<file path="config.mk">
export PLATFORM = sky130hd
export DESIGN_NAME = sdram_req_queue
export DESIGN_NICKNAME = d
export VERILOG_FILES = /design/src/rtl/sdram_req_queue.sv
export SDC_FILE = /design/constraint.sdc
export NUM_CORES = 1
export LEC_CHECK = 0
export CAP_MARGIN = 40
export CORE_ASPECT_RATIO = 0.75
export CORE_MARGIN = 2
export CORE_UTILIZATION = 29
export DETAILED_ROUTE_END_ITERATION = 8
export GPL_TIMING_DRIVEN = 0
export SYNTH_ARGS = -nofsm -noshare
export SYNTH_HDL_FRONTEND = slang
export SYNTH_SLANG_ARGS = --single-unit
</file>
<file path="constraint.sdc">
create_clock -name clk -period 5.22 [get_ports clk]
set_input_delay 0.783 -clock clk [delete_from_list [all_inputs] [get_ports clk]]
set_output_delay 0.783 -clock clk [all_outputs]
set_load 0.02 [all_outputs]
</file>
<file path="src/rtl/sdram_req_queue.sv">
// sdram_req_queue: FIFO-buffered request front-end issuing one operation at a time to the SDRAM controller
module sdram_req_queue #(
    parameter int ADDR_W  = 25,
    parameter int DATA_W  = 16,
    parameter int DEPTH   = 4,
    parameter int TIMEOUT = 15
) (
    input  logic              clk,
    input  logic              rst,
    input  logic              req_valid,
    output logic              req_ready,
    input  logic              req_we,
    input  logic [ADDR_W-1:0] req_addr,
    input  logic [DATA_W-1:0] req_wdata,
    output logic              rsp_valid,
    input  logic              rsp_ready,
    output logic [DATA_W-1:0] rsp_rdata,
    output logic              rsp_err,
    output logic [1:0]        ctrl_cmd,
    output logic [ADDR_W-1:0] ctrl_addr,
    output logic              ctrl_ready,
    input  logic              ctrl_valid,
    output logic [DATA_W-1:0] ctrl_wdata,
    input  logic [DATA_W-1:0] ctrl_rdata,
    output logic [7:0]        timeout_cnt
);
    localparam int PW = $clog2(DEPTH);
    localparam int CW = $clog2(TIMEOUT + 1);
    localparam int EW = 1 + ADDR_W + DATA_W;
    localparam logic [CW-1:0] TMO = CW'(TIMEOUT);
    localparam logic [2:0] S_IDLE  = 3'd0;
    localparam logic [2:0] S_ISSUE = 3'd1;
    localparam logic [2:0] S_WBUSY = 3'd2;
    localparam logic [2:0] S_WDONE = 3'd3;
    localparam logic [2:0] S_RESP  = 3'd4;
    localparam logic [2:0] S_ABORT = 3'd5;

    logic [EW-1:0]     mem_q [DEPTH];
    logic [PW:0]       wr_q, wr_d, rd_q, rd_d;
    logic [2:0]        state_q, state_d;
    logic [CW-1:0]     cnt_q, cnt_d;
    logic              op_we_q, op_we_d;
    logic [1:0]        ctrl_cmd_q, ctrl_cmd_d;
    logic [ADDR_W-1:0] ctrl_addr_q, ctrl_addr_d;
    logic [DATA_W-1:0] ctrl_wdata_q, ctrl_wdata_d;
    logic              ctrl_ready_q, ctrl_ready_d;
    logic              rsp_valid_q, rsp_valid_d;
    logic              rsp_err_q, rsp_err_d;
    logic [DATA_W-1:0] rsp_rdata_q, rsp_rdata_d;
    logic [7:0]        tcnt_q, tcnt_d;
    logic [EW-1:0]     head;
    logic              full, empty, push, pop;

    assign full  = (wr_q[PW] != rd_q[PW]) && (wr_q[PW-1:0] == rd_q[PW-1:0]);
    assign empty = wr_q == rd_q;
    assign head  = mem_q[rd_q[PW-1:0]];
    assign push  = req_valid && !full;
    assign pop   = state_q == S_IDLE && !empty && ctrl_valid && !rsp_valid_q;

    assign req_ready   = !full;
    assign rsp_valid   = rsp_valid_q;
    assign rsp_rdata   = rsp_rdata_q;
    assign rsp_err     = rsp_err_q;
    assign ctrl_cmd    = ctrl_cmd_q;
    assign ctrl_addr   = ctrl_addr_q;
    assign ctrl_ready  = ctrl_ready_q;
    assign ctrl_wdata  = ctrl_wdata_q;
    assign timeout_cnt = tcnt_q;

    // Next-state logic: FIFO pointers plus the single-outstanding-operation sequencer
    always_comb begin
        wr_d         = wr_q + (PW+1)'(push);
        rd_d         = rd_q + (PW+1)'(pop);
        state_d      = state_q;
        cnt_d        = cnt_q;
        op_we_d      = op_we_q;
        ctrl_cmd_d   = ctrl_cmd_q;
        ctrl_addr_d  = ctrl_addr_q;
        ctrl_wdata_d = ctrl_wdata_q;
        ctrl_ready_d = ctrl_ready_q;
        rsp_valid_d  = rsp_valid_q;
        rsp_err_d    = rsp_err_q;
        rsp_rdata_d  = rsp_rdata_q;
        tcnt_d       = tcnt_q;
        case (state_q)
            S_IDLE: if (pop) begin
                state_d      = S_ISSUE;
                op_we_d      = head[EW-1];
                ctrl_cmd_d   = head[EW-1] ? 2'b10 : 2'b01;
                ctrl_addr_d  = head[EW-2:DATA_W];
                ctrl_wdata_d = head[DATA_W-1:0];
                ctrl_ready_d = 1'b1;
            end
            S_ISSUE: begin
                state_d      = S_WBUSY;
                ctrl_ready_d = 1'b0;
                cnt_d        = '0;
            end
            S_WBUSY: if (!ctrl_valid) begin
                state_d = S_WDONE;
                cnt_d   = '0;
            end else if (cnt_q == TMO) begin
                state_d    = S_ABORT;
                ctrl_cmd_d = 2'b00;
            end else cnt_d = cnt_q + CW'(1);
            S_WDONE: if (ctrl_valid) begin
                ctrl_cmd_d  = 2'b00;
                state_d     = op_we_q ? S_IDLE : S_RESP;
                rsp_valid_d = !op_we_q;
                rsp_err_d   = 1'b0;
                rsp_rdata_d = op_we_q ? rsp_rdata_q : ctrl_rdata;
            end else if (cnt_q == TMO) begin
                state_d    = S_ABORT;
                ctrl_cmd_d = 2'b00;
            end else cnt_d = cnt_q + CW'(1);
            S_RESP: if (rsp_ready) begin
                state_d     = S_IDLE;
                rsp_valid_d = 1'b0;
                rsp_err_d   = 1'b0;
            end
            S_ABORT: begin
                tcnt_d      = tcnt_q + 8'(tcnt_q != 8'hFF);
                state_d     = op_we_q ? S_IDLE : S_RESP;
                rsp_valid_d = !op_we_q;
                rsp_err_d   = !op_we_q;
                rsp_rdata_d = op_we_q ? rsp_rdata_q : '0;
            end
            default: state_d = S_IDLE;
        endcase
    end

    // Request storage; contents need no reset since the pointers define validity
    always_ff @(posedge clk) begin
        if (push) mem_q[wr_q[PW-1:0]] <= {req_we, req_addr, req_wdata};
    end

    // State registers; reset abandons any operation in flight and empties the queue
    always_ff @(posedge clk) begin
        if (rst) begin
            wr_q         <= '0;
            rd_q         <= '0;
            state_q      <= S_IDLE;
            cnt_q        <= '0;
            op_we_q      <= 1'b0;
            ctrl_cmd_q   <= 2'b00;
            ctrl_addr_q  <= '0;
            ctrl_wdata_q <= '0;
            ctrl_ready_q <= 1'b0;
            rsp_valid_q  <= 1'b0;
            rsp_err_q    <= 1'b0;
            rsp_rdata_q  <= '0;
            tcnt_q       <= '0;
        end else begin
            wr_q         <= wr_d;
            rd_q         <= rd_d;
            state_q      <= state_d;
            cnt_q        <= cnt_d;
            op_we_q      <= op_we_d;
            ctrl_cmd_q   <= ctrl_cmd_d;
            ctrl_addr_q  <= ctrl_addr_d;
            ctrl_wdata_q <= ctrl_wdata_d;
            ctrl_ready_q <= ctrl_ready_d;
            rsp_valid_q  <= rsp_valid_d;
            rsp_err_q    <= rsp_err_d;
            rsp_rdata_q  <= rsp_rdata_d;
            tcnt_q       <= tcnt_d;
        end
    end
endmodule

</file>
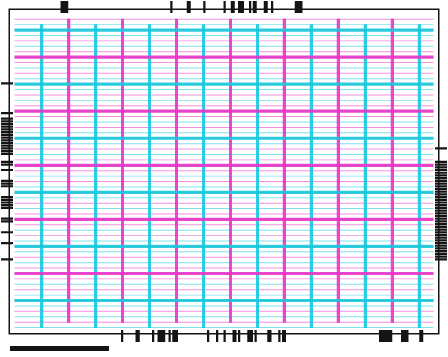
(run_1/power_grid.png)
Scale bar: 50 um. Pins as bars on the die edge.
Magenta stands for VDD. Cyan stands for VSS.
15 straps on met4. 11 straps on met5. 58 met1 rails follow the rows. The core has 57 rows. 134 signal pins sit on the boundary.
placeable core area: 0.03266 mm2
Die X: 215.2 um
Max IR drop VDD: 0.0002172 V

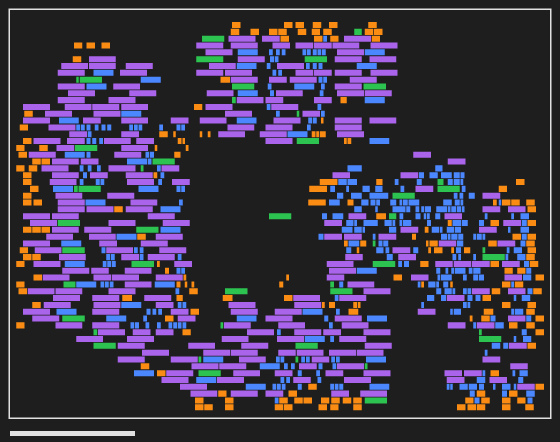
(run_1/placement_by_type.png)
Scale bar: 50 um.
Green stands for clock drivers and dummy loads, cells 45, share of their area 6.5%. Orange stands for remaining buffers and delay cells, cells 186, share of their area 14%. Blue stands for combinational and other logic, cells 343, share of their area 23%. Purple stands for sequential cells, cells 252, share of their area 56%.
row cnt: 57
Seq/total area: 53.81%
Final Core Density: 38.27%
final std cell area, no fill: 0.01250 mm2

==> results.rst, run 1 <==
Metrics
=======

.. list-table::
   :header-rows: 1

   * - Metric
     - Value
   * - Final Non-Filler Cells
     - 1268
   * - Hold crit path type
     - reg -> reg
   * - Dominant register cell
     - edfxtp_1
   * - Fraction of met1 tracks used by global routing
     - 18.93%
   * - Grt met3 use
     - 3.025%
   * - # fillers
     - 3140
   * - Worst slack at placement
     - 1.969 ns
   * - Yosys synthesis chip area
     - 0.009702 mm2
   * - Sum of negative setup slack
     - 0 ns
   * - Count of unresolved DRC violations after routing
     - 0
   * - Result of the run
     - completed
   * - Fp util
     - 29.70%
   * - Commonest cells after routing, fill and taps aside
     - edfxtp_1, clkdlybuf4s50_1, dfxtp_1
   * - Post-Synth Adder-Cell Area
     - 0.9028%
   * - Fraction of final layout cells with drive strength greater than 1
     - 14.65%
   * - Floorplan Nets
     - 709
   * - Maximum number of buffers from clock root to sink
     - 3
   * - # clk buffers
     - 34
   * - Num CTS Buffers
     - 25
   * - Highest attainable clock frequency
     - 0.3422 GHz
   * - Share of the synthesized area in the top cell type
     - 52.00%
   * - Number of antenna cells inserted
     - 0
   * - Logic Gate Count
     - 340
   * - Post-synthesis instance area
     - 0.009702 mm2
   * - Largest combinational cell category by area
     - multiplexers
   * - Part of the Yosys area used for sequential elements
     - 69.33%
   * - Cell kind with the greatest summed area
     - flip-flops and latches
   * - XORs/XNORs by Area
     - 1.328%
   * - Number of search-and-repair iterations in the first detailed-routing pass
     - 4
   * - GRT Max-Usage Layer
     - met2
   * - Area leader, netlist
     - edfxtp_1
   * - Area added between synthesis and finish
     - 28.84%
   * - Area fraction in mux cells
     - 11.50%
   * - GRT Residual Overflow
     - 0
   * - Mean instance size in the synthesized netlist
     - 15.18 um2
   * - WL final
     - 22.78 mm
   * - Routed wire per std cell
     - 17.97 um
   * - Top post-synthesis cells by area
     - edfxtp_1, dfxtp_1, mux4_2
   * - Relative slew slack
     - 45.83%
   * - Buffers inserted during post-CTS setup optimization
     - 0
   * - Via/cell ratio
     - 4.726
   * - Met3 WL post-DR
     - 1.140 mm
   * - Placement Cell Area
     - 0.01172 mm2
   * - Antenna-violating nets left
     - 0
   * - Hpwl dp
     - 15.15 mm
   * - Met2 usage
     - 20.19%
   * - Time the worst path needs with I/O delays and setup
     - 2.923 ns
   * - Fin crit share
     - 55.99%
   * - Clock tree from TritonCTS
     - yes
   * - Setup slack after layout
     - 2.297 ns
   * - Transition time of the tightest slew-check pin
     - 0.8126 ns
   * - CP Capture Type
     - output port
   * - Resized cells post-CTS
     - 0
   * - Clock root buffer master
     - clkbuf_16
   * - Multi-input logic portion of the cell area
     - 22.11%
   * - Crit start category
     - flip-flop
   * - Maximum capacitance violations
     - 0
   * - Total power divided by cell area
     - 399.3 mW/mm2
   * - Setup repair after global routing missed its margin
     - false
   * - Data arrival time of the worst path
     - 2.14 ns
   * - Cell total after placement
     - 1223
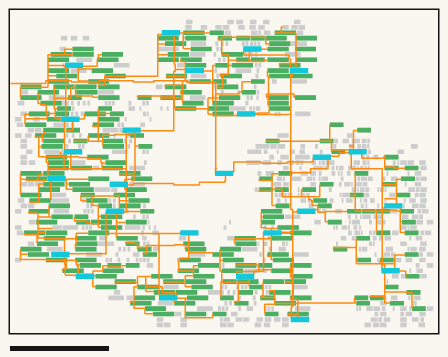
(run_1/clk_routes.png)
Scale bar: 50 um.
Orange stands for clock wires, length 3260 um. Green stands for flip-flops, count 252. Cyan stands for clock drivers, count 25.
Position of the flops: widely spread. There are 26 routed clock nets.
worst clock skew: 0.01197 ns
Clk network pwr share: 34.7%
Clock net power: 1730 uW
clk ins delay skew pair: 0.54 ns

[run 1: through the flow]
| step | total power (uW) | hold WS, ns |
|---|---|---|
| floorplan | 2930 | 0.4628 |
| global placement | 3289 | 0.4603 |
| detailed placement | 3314 | 0.4560 |
| CTS | 5062 | 0.4668 |
| global route | 5217 | 0.5023 |
| finish | 4991 | 0.4656 |
[run 1: report_power, final]
part           internal, uW  switching [uW]
logic                   425             498
clock network           978             755
registers              2270            65.4
total                  3670            1320
[run 1: sequential cells by signal, indices dropped and copies added (netlist names), 2 cells and up]
signal and flops:
ctrl_cmd 2, mem_q 168, rsp_rdata 16, ctrl_wdata 16
state_q 3, cnt_q 4, ctrl_addr 25, rd_q 3
wr_q 3, timeout_cnt 8
[run 1: synthesized netlist by cell type, drive strengths merged, types with 6 or more instances]
| cell | count |
|---|---|
| mux4 | 42 |
| edfxtp | 168 |
| dfxtp | 84 |
| nand3 | 44 |
| and2 | 17 |
| mux2i | 17 |
| nor2 | 33 |
| nand2 | 13 |
| nand2b | 6 |
| ha | 7 |
| buf | 22 |
| xnor2 | 6 |
| o21ai | 47 |
| xor2 | 7 |
| a21oi | 50 |
| clkbuf | 22 |
[run 1: critical path, cell delays in order, from the launching register on]
cell	delay [ns]
dfxtp_1	0.33
buf_2	0.29
xnor2_1	0.21
nand3_1	0.18
clkdlybuf4s50_1	0.60
[run 1: path summary, 6_finish.rpt]
path / from / to / slack (ns) / cells after the start
max: rd_q[1] / req_ready / 2.30 / 4
min: ctrl_cmd[0] / ctrl_cmd[0] / 0.47 / 2
max reg2reg: rd_q[1] / mem_q[0][1] / 2.48 / 8
min reg2reg: ctrl_cmd[0] / ctrl_cmd[0] / 0.47 / 2
--- run 2 (diff from run 1) ---
clock period = 2.9 ns   (was 5.22 ns; I/O delays follow)
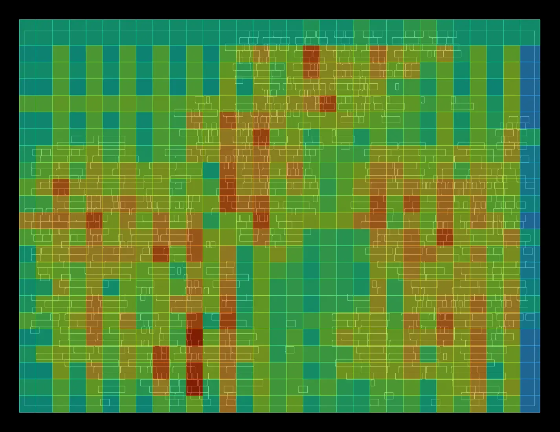
(run_2/congestion.png)
grt met3 use: 2.726%
met2 usage: 21.11%
Routed wire per std cell: 18.10 um
fraction of met1 tracks used by global routing: 18.22%
GRT Max-Usage Layer: met2

==> results.rst, run 2 <==
Metrics
=======

.. list-table::
   :header-rows: 1

   * - Metric
     - Value
   * - Worst slack at placement
     - 0.09158 ns (was 1.969 ns)
   * - Total power divided by cell area
     - 733.4 mW/mm2 (was 399.3 mW/mm2)
   * - Termination of the worst setup path
     - mem_q[0][7] (was req_ready)
   * - Switching part of the total
     - 26.36% (was 26.43%)
   * - Placement Cell Area
     - 0.01175 mm2 (was 0.01172 mm2)
   * - Worst-case hold path end point
     - state_q[1] (was ctrl_cmd[0])
   * - Commonest cells after routing, fill and taps aside
     - edfxtp_1, clkdlybuf4s50_1, dfxtp_1 (unchanged)
   * - Share of the synthesized area in the top cell type
     - 52.00% (unchanged)
   * - Crit start category
     - flip-flop (unchanged)
   * - GR Util All Layers
     - 13.01% (was 13.16%)
   * - Switching power summed over all nets
     - 2441 uW (was 1319 uW)
   * - Fraction of final layout cells with drive strength greater than 1
     - 15.32% (was 14.65%)
   * - Final Non-Filler Cells
     - 1271 (was 1268)
   * - Relative slew slack
     - 50.51% (was 45.83%)
   * - Mean instance size in the synthesized netlist
     - 15.18 um2 (unchanged)
   * - Number of cell instances on the worst register-to-register path
     - 6 (was 8)
   * - Setup slack after layout
     - 0.1913 ns (was 2.297 ns)
   * - WL final
     - 23.01 mm (was 22.78 mm)
   * - Top post-synthesis cells by area
     - edfxtp_1, dfxtp_1, mux4_2 (unchanged)
   * - GRT Residual Overflow
     - 0 (unchanged)
   * - Most instantiated library cell after synthesis
     - edfxtp_1 (unchanged)
   * - Most used standard cells in the synthesized netlist
     - edfxtp_1, dfxtp_1, a21oi_1 (unchanged)
   * - Result of the run
     - completed (unchanged)
   * - Highest attainable clock frequency
     - 0.3692 GHz
   * - Part of the Yosys area used for sequential elements
     - 69.33% (unchanged)
   * - Maximum capacitance violations
     - 0 (unchanged)
   * - Internal Pwr Total
     - 6817 uW (was 3672 uW)
   * - Buffers inserted during post-CTS setup optimization
     - 0 (unchanged)
   * - # fillers
     - 3156 (was 3140)
   * - Number of stages on the worst hold path
     - 3 (was 2)
   * - Maximum cell stage delay along the critical path
     - 0.67 ns (was 0.60 ns)
   * - Data arrival time of the worst path
     - 2.93 ns (was 2.14 ns)
   * - Area leader, netlist
     - edfxtp_1 (unchanged)
   * - Max reg flops
     - 168 (unchanged)
   * - Share of power burned in combinational logic
     - 18.0% (was 18.5%)
   * - Met3 WL post-DR
     - 1.163 mm (was 1.140 mm)
   * - Sum of negative setup slack
     - 0 ns (unchanged)
   * - Hpwl dp
     - 15.16 mm (was 15.15 mm)
   * - Setup repair after global routing missed its margin
     - false (unchanged)
   * - Via/cell ratio
     - 4.662 (was 4.726)
   * - Antenna-violating nets left
     - 0 (unchanged)
   * - Row cnt
     - 57 (unchanged)
   * - Slowest cell on crit path
     - nor3b_4 (was clkdlybuf4s50_1)
   * - Fraction of synthesis flops using an asynchronous set or reset pin
     - 0% (unchanged)
   * - Worst-case register-to-register setup slack
     - 0.19 ns (was 2.48 ns)
   * - Dominant register cell
     - edfxtp_1 (unchanged)
   * - Hold crit path type
     - in -> reg (was reg -> reg)
   * - Post-synthesis instance area
     - 0.009702 mm2 (unchanged)
   * - Fin crit share
     - 93.40%
   * - Die X
     - 215.2 um (unchanged)
   * - Cell total after placement
     - 1222 (was 1223)
   * - Cell with the most instances on the worst path
     - buf_8
   * - Startpoint of the most critical register-to-register path
     - wr_q[1] (was rd_q[1])
   * - Met1 Wirelength
     - 10.68 mm (was 11.05 mm)
   * - Clock tree from TritonCTS
     - yes (unchanged)
   * - Count of unresolved DRC violations after routing
     - 0 (unchanged)
   * - Transition time of the tightest slew-check pin
     - 0.7423 ns (was 0.8126 ns)
   * - Number of antenna violations at the first check in global routing
     - 0 (was 2)
   * - Total of endpoints with negative setup slack in the final report
     - 0 (unchanged)
   * - Launching instance or port of the critical path
     - wr_q[1] (was rd_q[1])
   * - Clk ins delay skew pair
     - 0.54 ns (about the same)
   * - Buf+Inv Stages, Crit Path
     - 3 (was 2)
   * - Crit path cell chain
     - xnor2_1 > a31oi_1 > nor3b_4 > buf_8 > buf_8 > buf_8 (was buf_2 > xnor2_1 > nand3_1 > clkdlybuf4s50_1)
   * - Worst clock skew
     - 0.02734 ns (was 0.01197 ns)
   * - Crit-path leading delay family
     - simple AND/OR/NAND/NOR gates (was buffers and inverters)
   * - Fp util
     - 29.70% (unchanged)
   * - Floorplan Nets
     - 709 (unchanged)
   * - Maximum number of buffers from clock root to sink
     - 3 (unchanged)
   * - Hold Crit Start
     - ctrl_valid (was ctrl_cmd[0])
   * - Sequential share of power
     - 45.4% (was 46.8%)
   * - Endpoint of the lowest-slack register-to-register path
     - mem_q[0][7] (was mem_q[0][1])
   * - Number of sinks handled by clock tree synthesis
     - 252 (unchanged)
   * - Num CTS Buffers
     - 27 (was 25)
   * - Area added between synthesis and finish
     - 30.10% (was 28.84%)
   * - Clk network pwr share
     - 36.6% (was 34.7%)
   * - Number of antenna cells inserted
     - 0 (unchanged)
   * - Max IR drop VDD
     - 0.0003853 V (was 0.0002172 V)
   * - CP Depth
     - 6 (was 4)
   * - Placeable core area
     - 0.03266 mm2 (unchanged)
   * - Time the worst path needs with I/O delays and setup
     - 2.709 ns
   * - Resized cells post-CTS
     - 0 (unchanged)
   * - Number of pins exceeding their max-slew limit in the final report
     - 0 (unchanged)
   * - Yosys synthesis chip area
     - 0.009702 mm2 (unchanged)
   * - CP Capture Type
     - flip-flop (was output port)
   * - Tally of OpenROAD warnings
     - 26 (unchanged)
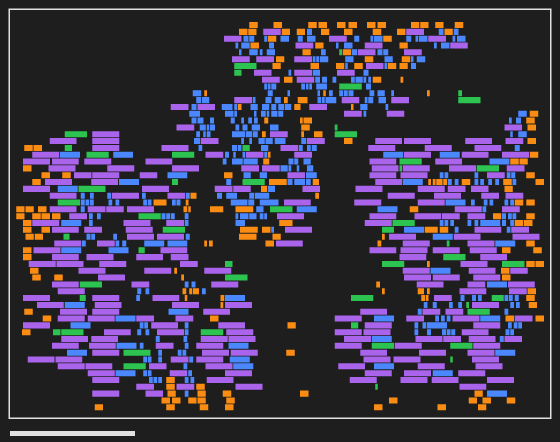
(run_2/placement_by_type.png)
Scale bar: 50 um.
Purple stands for sequential cells, cells 252, share of their area 56%. Blue stands for combinational and other logic, cells 343, share of their area 23%. Green stands for clock drivers and dummy loads, cells 49, share of their area 7.3%. Orange stands for remaining buffers and delay cells, cells 185, share of their area 14%.
final std cell area, no fill: 0.01262 mm2
Final Core Density: 38.64%
Seq/total area: 53.29%

[run 2: cell count changes in the layout (fill, tap and decap cells not counted), moves of 2 or more]
cell        delta
clkinvlp_4     +3
inv_6          +2
clkinv_4       +2
buf_8          +4
clkinv_2       -3
clkbuf_1       -2
buf_6          -5
[run 2: cells by family (layout without fill, tap and decap cells)]
kind of cell	count (synthesis)	after routing	share of synthesized area [%]
AND-OR/OR-AND	114	114	6.590
XOR/XNOR	13	13	1.328
adder cells (fa/ha/maj)	7	7	0.9027
buffers and inverters	47	237	2.334
flip-flops	252	252	69.33
multiplexers	59	59	11.50
AND/OR/NAND/NOR	147	147	8.009
[run 2: cell type report]
| cell class | count | area (um2) | share of cell area, % |
|---|---|---|---|
| Buffer | 44 | 215.2 | 1.705 |
| Clock buffer | 34 | 721.9 | 5.720 |
| Clock inverter | 15 | 155.1 | 1.229 |
| Inverter | 3 | 11.26 | 0.08921 |
| Multi-Input combinational cell | 340 | 2770 | 21.95 |
| Sequential cell | 252 | 6726 | 53.29 |
| Tap cell | 442 | 553.0 | 4.381 |
| Timing Repair Buffer | 141 | 1469 | 11.64 |
[run 2: through the flow]
stage               util, %  power (uW)  hold WS, ns
floorplan                 -        5272       0.4628
global placement      35.48        5906       0.4596
detailed placement    35.96        5963       0.4573
CTS                   38.64        9392       0.2812
global route          38.64        9669       0.3241
finish                38.64        9258       0.3180
[run 2: power groups by stage]
stage | registers [uW] | clock network [uW] | logic [uW]
floorplan | 4380 | 0 | 896
global placement | 4280 | 0 | 1620
detailed placement | 4280 | 0 | 1690
CTS | 4200 | 3500 | 1690
global route | 4220 | 3640 | 1800
finish | 4200 | 3390 | 1660
No activity file was given, so power comes from the tool's default toggle rates.
